==> src/rtl/gin_stream_controller.sv <==
// gin_stream_controller: walks a 4-D loop nest over the GLB, packs PACK consecutive
// GLB words into one output word and streams the words, each with a row/column tag,
// into the GIN and tag FIFOs.
//
// Ports
//   clk, reset (async, active-low)
//   start, dim4..dim1, base_addr, col_major, row_tag_max, col_tag_max : stream config, latched
//                                                                       when start is seen in IDLE
//   addr, re_from_glb, din          : GLB read port (din valid one cycle after re_from_glb)
//   gin_fifo_full, we_to_gin_fifo, dout              : packed data output
//   tags_fifo_full, we_to_tags_fifo, row_tag, col_tag : tag output
//   busy, done                      : status (done is a one-cycle pulse)
module gin_stream_controller #(
  parameter int unsigned DIM_WIDTH     = 6,
  parameter int unsigned ADDR_WIDTH    = 20,
  parameter int unsigned IN_WIDTH      = 16,
  parameter int unsigned PACK          = 4,
  parameter int unsigned COLLECT_DEPTH = 4,
  parameter int unsigned ROW_TAG_WIDTH = 4,
  parameter int unsigned COL_TAG_WIDTH = 4
) (
  input  logic                     clk,
  input  logic                     reset,
  input  logic                     start,
  input  logic [DIM_WIDTH-1:0]     dim4,
  input  logic [DIM_WIDTH-1:0]     dim3,
  input  logic [DIM_WIDTH-1:0]     dim2,
  input  logic [DIM_WIDTH-1:0]     dim1,
  input  logic [ADDR_WIDTH-1:0]    base_addr,
  input  logic                     col_major,
  input  logic [ROW_TAG_WIDTH-1:0] row_tag_max,
  input  logic [COL_TAG_WIDTH-1:0] col_tag_max,
  output logic [ADDR_WIDTH-1:0]    addr,
  output logic                     re_from_glb,
  input  logic [IN_WIDTH-1:0]      din,
  input  logic                     gin_fifo_full,
  output logic                     we_to_gin_fifo,
  output logic [IN_WIDTH*PACK-1:0] dout,
  input  logic                     tags_fifo_full,
  output logic                     we_to_tags_fifo,
  output logic [ROW_TAG_WIDTH-1:0] row_tag,
  output logic [COL_TAG_WIDTH-1:0] col_tag,
  output logic                     busy,
  output logic                     done
);

  localparam int unsigned OUT_WIDTH = IN_WIDTH * PACK;
  localparam int unsigned PtrW      = (COLLECT_DEPTH > 1) ? $clog2(COLLECT_DEPTH) : 1;
  localparam int unsigned FillW     = $clog2(PACK + 1);
  localparam int unsigned SlotW     = $clog2(COLLECT_DEPTH * PACK + 1) + 1;
  localparam logic [PtrW:0] PtrInc  = 1;

  typedef enum logic [1:0] {StIdle, StRun, StDrain, StDone} state_e;

  state_e                   state_q;
  logic [DIM_WIDTH-1:0]     dim4_q, dim3_q, dim2_q, dim1_q;
  logic [DIM_WIDTH-1:0]     idx4_q, idx3_q, idx2_q, idx1_q;
  logic [ADDR_WIDTH-1:0]    base_q;
  logic                     col_major_q;
  logic [ROW_TAG_WIDTH-1:0] row_max_q, row_tag_q;
  logic [COL_TAG_WIDTH-1:0] col_max_q, col_tag_q;
  logic                     inflight_q;
  logic [FillW-1:0]         pack_fill_q, pack_fill_d;
  logic [OUT_WIDTH-1:0]     pack_data_q, pack_data_d, pack_with;
  logic [OUT_WIDTH-1:0]     mem [COLLECT_DEPTH];
  logic [PtrW:0]            wr_ptr_q, rd_ptr_q, count;
  logic                     coll_empty, coll_full, coll_wr, coll_wr_ok;
  logic [OUT_WIDTH-1:0]     coll_wdata;
  logic [SlotW-1:0]         used;
  logic                     push, last1, last2, last3, last4, any_zero;

  // Address generation, truncated to ADDR_WIDTH
  logic [ADDR_WIDTH-1:0] a1, a2, a3, a4, d1, d2, d3, d4;
  assign a1 = ADDR_WIDTH'(idx1_q);
  assign a2 = ADDR_WIDTH'(idx2_q);
  assign a3 = ADDR_WIDTH'(idx3_q);
  assign a4 = ADDR_WIDTH'(idx4_q);
  assign d1 = ADDR_WIDTH'(dim1_q);
  assign d2 = ADDR_WIDTH'(dim2_q);
  assign d3 = ADDR_WIDTH'(dim3_q);
  assign d4 = ADDR_WIDTH'(dim4_q);
  assign addr = col_major_q ? base_q + ((a1 * d2 + a2) * d3 + a3) * d4 + a4
                            : base_q + ((a4 * d3 + a3) * d2 + a2) * d1 + a1;

  // Element slots are reserved at read issue so the collector can never overflow.
  assign count      = wr_ptr_q - rd_ptr_q;
  assign coll_empty = (count == '0);
  assign coll_full  = (count == (PtrW + 1)'(COLLECT_DEPTH));
  assign used       = SlotW'(count) * SlotW'(PACK) + SlotW'(pack_fill_q) + SlotW'(inflight_q);
  assign re_from_glb = (state_q == StRun) && (used < SlotW'(COLLECT_DEPTH * PACK));

  assign push            = !coll_empty && !gin_fifo_full && !tags_fifo_full;
  assign we_to_gin_fifo  = push;
  assign we_to_tags_fifo = push;
  assign dout            = coll_empty ? '0 : mem[rd_ptr_q[PtrW-1:0]];
  assign row_tag         = row_tag_q;
  assign col_tag         = col_tag_q;
  assign busy            = (state_q == StRun) || (state_q == StDrain);
  assign done            = (state_q == StDone);

  assign last1    = (idx1_q == dim1_q - DIM_WIDTH'(1));
  assign last2    = (idx2_q == dim2_q - DIM_WIDTH'(1));
  assign last3    = (idx3_q == dim3_q - DIM_WIDTH'(1));
  assign last4    = (idx4_q == dim4_q - DIM_WIDTH'(1));
  assign any_zero = (dim1 == '0) || (dim2 == '0) || (dim3 == '0) || (dim4 == '0);

  // Packer: capture returning data; in DRAIN flush a zero-padded partial group.
  always_comb begin
    pack_with = pack_data_q;
    pack_with[pack_fill_q * IN_WIDTH +: IN_WIDTH] = din;
    pack_fill_d = pack_fill_q;
    pack_data_d = pack_data_q;
    coll_wr     = 1'b0;
    coll_wdata  = pack_with;
    if (inflight_q) begin
      if (pack_fill_q == FillW'(PACK - 1)) begin
        coll_wr     = 1'b1;
        pack_fill_d = '0;
        pack_data_d = '0;
      end else begin
        pack_fill_d = pack_fill_q + FillW'(1);
        pack_data_d = pack_with;
      end
    end else if (state_q == StDrain && pack_fill_q != '0) begin
      coll_wr     = 1'b1;
      coll_wdata  = pack_data_q;
      pack_fill_d = '0;
      pack_data_d = '0;
    end
  end

  // A full collector may still accept a word when its head leaves the same cycle.
  assign coll_wr_ok = coll_wr && (!coll_full || push);

  always_ff @(posedge clk) begin
    if (coll_wr_ok) mem[wr_ptr_q[PtrW-1:0]] <= coll_wdata;
  end

  always_ff @(posedge clk or negedge reset) begin
    if (!reset) begin
      state_q     <= StIdle;
      dim4_q      <= '0;
      dim3_q      <= '0;
      dim2_q      <= '0;
      dim1_q      <= '0;
      idx4_q      <= '0;
      idx3_q      <= '0;
      idx2_q      <= '0;
      idx1_q      <= '0;
      base_q      <= '0;
      col_major_q <= 1'b0;
      row_max_q   <= '0;
      col_max_q   <= '0;
      row_tag_q   <= '0;
      col_tag_q   <= '0;
      inflight_q  <= 1'b0;
      pack_fill_q <= '0;
      pack_data_q <= '0;
      wr_ptr_q    <= '0;
      rd_ptr_q    <= '0;
    end else begin
      inflight_q  <= re_from_glb;
      pack_fill_q <= pack_fill_d;
      pack_data_q <= pack_data_d;
      if (coll_wr_ok) wr_ptr_q <= wr_ptr_q + PtrInc;
      if (push)       rd_ptr_q <= rd_ptr_q + PtrInc;

      if (push) begin
        if (col_tag_q == col_max_q) begin
          col_tag_q <= '0;
          row_tag_q <= (row_tag_q == row_max_q) ? '0 : row_tag_q + ROW_TAG_WIDTH'(1);
        end else begin
          col_tag_q <= col_tag_q + COL_TAG_WIDTH'(1);
        end
      end

      unique case (state_q)
        StIdle: begin
          if (start) begin
            dim4_q      <= dim4;
            dim3_q      <= dim3;
            dim2_q      <= dim2;
            dim1_q      <= dim1;
            base_q      <= base_addr;
            col_major_q <= col_major;
            row_max_q   <= row_tag_max;
            col_max_q   <= col_tag_max;
            idx4_q      <= '0;
            idx3_q      <= '0;
            idx2_q      <= '0;
            idx1_q      <= '0;
            row_tag_q   <= '0;
            col_tag_q   <= '0;
            state_q     <= any_zero ? StDone : StRun;
          end
        end
        StRun: begin
          if (re_from_glb) begin
            // Odometer: idx1 innermost, carry outward on wrap
            idx1_q <= last1 ? '0 : idx1_q + DIM_WIDTH'(1);
            if (last1) begin
              idx2_q <= last2 ? '0 : idx2_q + DIM_WIDTH'(1);
              if (last2) begin
                idx3_q <= last3 ? '0 : idx3_q + DIM_WIDTH'(1);
                if (last3) idx4_q <= last4 ? '0 : idx4_q + DIM_WIDTH'(1);
              end
            end
            if (last1 && last2 && last3 && last4) state_q <= StDrain;
          end
        end
        StDrain: begin
          if (!inflight_q && pack_fill_q == '0 && coll_empty) state_q <= StDone;
        end
        StDone: state_q <= StIdle;
        default: state_q <= StIdle;
      endcase
    end
  end

endmodule

==> config.mk <==
export PLATFORM = sky130hd
export DESIGN_NAME = gin_stream_controller
export DESIGN_NICKNAME = d
export VERILOG_FILES = /design/src/rtl/gin_stream_controller.sv
export SDC_FILE = /design/constraint.sdc
export NUM_CORES = 2
export LEC_CHECK = 0
export CAP_MARGIN = 20
export CORE_MARGIN = 2
export CORE_UTILIZATION = 47
export CTS_BUF_LIST = sky130_fd_sc_hd__clkbuf_16
export DETAILED_ROUTE_END_ITERATION = 7
export PLACE_DENSITY = 0.7
export REMOVE_ABC_BUFFERS = 1
export SLEW_MARGIN = 20
export SYNTH_ARGS = -nofsm -noshare
export SYNTH_HDL_FRONTEND = slang
export SYNTH_SLANG_ARGS = --single-unit
==> constraint.sdc <==
create_clock -name clk -period 21 [get_ports clk]
set_clock_uncertainty 0.2 [all_clocks]
set_input_delay 4.2 -clock clk [delete_from_list [all_inputs] [get_ports clk]]
set_output_delay 4.2 -clock clk [all_outputs]
set_load 0.02 [all_outputs]
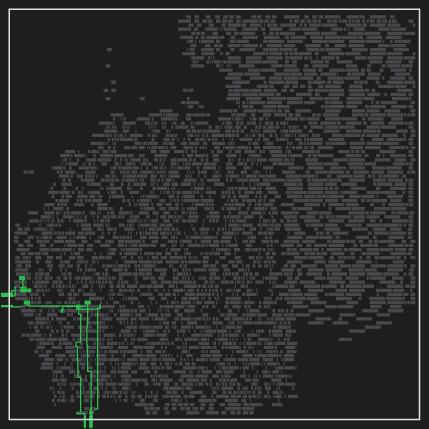
io_fan.png
(1.5 px per um)
legend:
  green:
    port: `dim4`
    bits: 6
    direction: input
    edge: 3 south, 3 west
    end_cells: 8
    buffers: 6
    wire: 366 um
PortBufs: 170
io pins: 171

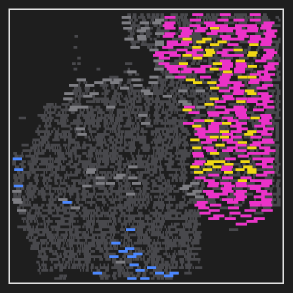
flops_by_reg.png
(1 px per um)
legend:
  magenta:
    netlist_name: `mem`
    sequential_cells: 256
  blue:
    netlist_name: `base_q`
    sequential_cells: 20
  yellow:
    netlist_name: `pack_data_q`
    sequential_cells: 64
not coloured: 77
Layout Utilization: 53.2%
sequential cell area: 11,700 sq um

==> impl_metrics.json <==
{
  "status": "finished, final reports clean",
  "fmax_ghz": 0.0544,
  "logic_family": "adder cells",
  "buffer_area_share_pct": 4.91,
  "cts-htree-levels": 2,
  "drt_iter0_markers": 1570,
  "hold_slack_ps": 284,
  "vias_per_cell": 5.49,
  "crit_end": "addr[19]",
  "areaGrowthSynthToFinish_pct": 12.3,
  "worst_path_max_delay_cell": "dfrtp_1",
  "startpoint_type": "flop",
  "cts_num_sinks": 417,
  "inverters_excl_clock": 400,
  "fin_nets": 3798,
  "rrSetupSlack_ps": 16720,
  "mux_area_share_pct": 6.58,
  "holdPathEnd": "wr_ptr_q[2]",
  "met3_length_um": 4760,
  "fin_area_sq_um": 38100,
  "rsz0062_at_grt": "false",
  "synth_cell_type_count": 83,
  "synth_warnings": 0,
  "cp.required_ps": 16600,
  "slowest_delay_ps": 600,
  "nFillCells": 6153,
  "setup_violations": 0,
  "place_hpwl_um": 59300,
  "ys_chip_area_sq_um": 33900,
  "cp-end-kind": "primary output",
  "postCtsHoldBufs": 0,
  "antenna_found_initial": 2,
  "multi_input_comb_cells": 2094,
  "gp_congestion": 0.862,
  "ys_cells": 3035,
  "diodes": 1,
  "synth.cell_area_sq_um": 33900,
  "placed_cells": 4053,
  "comb_area_sq_um": 20200,
  "grt_max_degree": 67,
  "use_met3_pct": 2.88,
  "overflow": 0,
  "drive_gt1_share_pct": 8.16,
  "dominant_cells": "combinational gates",
  "ys_sh_adder_pct": 27.9,
  "slew_headroom_pct": 28.9,
  "synth-simple-area-share_pct": 13.0,
  "crit_top_cell": "fa_1",
  "cts_buffer_depth": 3,
  "fp.dieH_um": 273,
  "dpl_cell_area_sq_um": 36500,
  "crit_type": "reg2out",
  "layout_top_cells": "inv_1, fa_1, ha_1",
  "synth_cells": 3035,
  "clkCellAreaFrac_pct": 4.05,
  "synthFlopType": "edfxtp_1",
  "numCtsBuffers": 45,
  "worstPathArrival_ps": 13990,
  "tightest_slew_ps": 1070,
  "slew_violations": 0,
  "clkbuf_count": 45,
  "fin_setup_tns_ps": 0,
  "dieWidth_um": 273,
  "chipArea_sq_um": 74300,
  "post_cts_buffers": 0,
  "wirelength_met1_um": 33500,
  "clk-insertion-delay-late_ps": 600,
  "grt_pass1_vias": 23000,
  "sh_comb_area_pct": 53.2,
  "layoutNonFillerInstCount": 4136,
  "dr_wl_met2_um": 39300,
  "cp_num_cells": 51,
  "edf_count": 256,
  "yosys.area_share.xor_xnor_pct": 3.68,
  "cts_tree": "yes",
  "sh_seq_area_pct": 30.8,
  "synth_flop_count": 417,
  "fin_crit_sh_pct": 87.6,
  "hold_start": "wr_ptr_q[2]",
  "fp-utilization_pct": 47.4,
  "ff_count": 417,
  "first_pass_iters": 5,
  "rr_startpoint": "rd_ptr_q[0]",
  "whs_path_depth": 1,
  "cp_top_family": "adder cells",
  "cts.repair.resized": 0,
  "syn_area_per_cell_sq_um": 11.2,
  "mostFrequentLayoutCell": "inv_1",
  "async_reset_ff_share_pct": 38.6
}
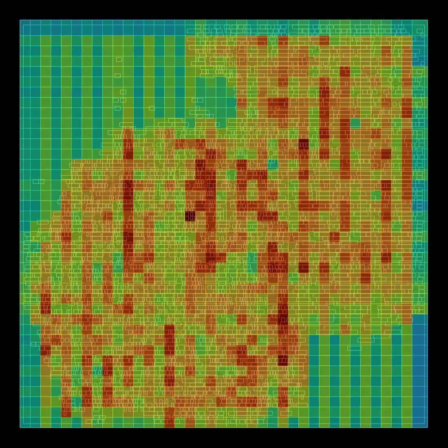
congestion.png
global-route usage over all layers: 22.1%
met2 usage: 37.3%
GR peak layer: met2
WL per Instance: 19.4 um
met1 GRT Util: 29.7%

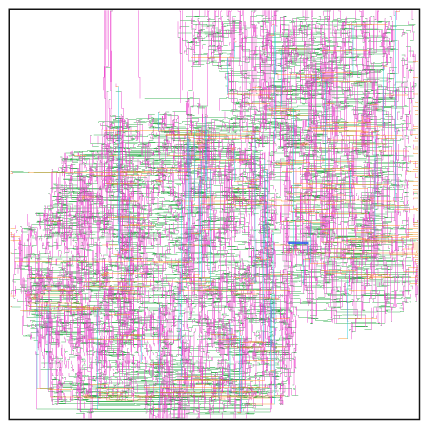
wires.png
(1.5 px per um)
legend:
  green:
    layer: metal 1
    wire_length: 33.5 mm
  orange:
    layer: metal 3
    wire_length: 4,760 um
  blue:
    layer: metal 5
    wire_length: 12.0 um
  magenta:
    layer: metal 2
    wire_length: 39.3 mm
  cyan:
    layer: metal 4
    wire_length: 2,670 um
via count: 22,700
final wirelength: 80,200 um

## worst register-to-register path, stage by stage (launching register included)
cell     delay, ps
dfrtp_4        750
ha_1           240
inv_1           50
fa_1           360
xor2_1         160
xnor2_1        270
nor3_2          60
buf_4          350
nor3_2         760
and4_1         450
or2_2          210
inv_1           50
nor2_1         170
nor2_1          70
## synth_stat cells (3+ instances only)
cell type | number | area (sq um)
clkbuf_1 | 107 | 402
nor2b_1 | 89 | 557
or3_1 | 6 | 37.5
buf_1 | 14 | 52.6
or2_2 | 10 | 62.6
a32o_1 | 17 | 170
a21boi_0 | 9 | 67.6
o31ai_1 | 10 | 75.1
o21bai_1 | 6 | 45.0
xor2_1 | 47 | 412
o21a_1 | 13 | 97.6
a21oi_1 | 77 | 385
o22ai_1 | 3 | 18.8
mux2_2 | 63 | 709
dfrtp_1 | 161 | 4030
inv_1 | 399 | 1500
edfxtp_1 | 256 | 7690
nand3_1 | 28 | 140
nor4_1 | 6 | 37.5
and2_1 | 260 | 1630
a21o_1 | 17 | 128
a41oi_1 | 7 | 61.3
nand2b_1 | 37 | 231
and3_1 | 8 | 50.1
xnor2_1 | 84 | 736
a31oi_1 | 11 | 68.8
mux2i_1 | 8 | 80.1
mux4_2 | 64 | 1440
nand3b_1 | 3 | 22.5
o21ai_1 | 4 | 20.0
nor4b_1 | 5 | 43.8
nand2_1 | 244 | 916
nor3_1 | 22 | 110
nand4_1 | 6 | 37.5
a211oi_1 | 7 | 52.6
nor2_1 | 103 | 387
fa_1 | 303 | 6070
o211ai_1 | 4 | 30.0
a22o_1 | 96 | 841
ha_1 | 271 | 3390
o21ai_0 | 95 | 475
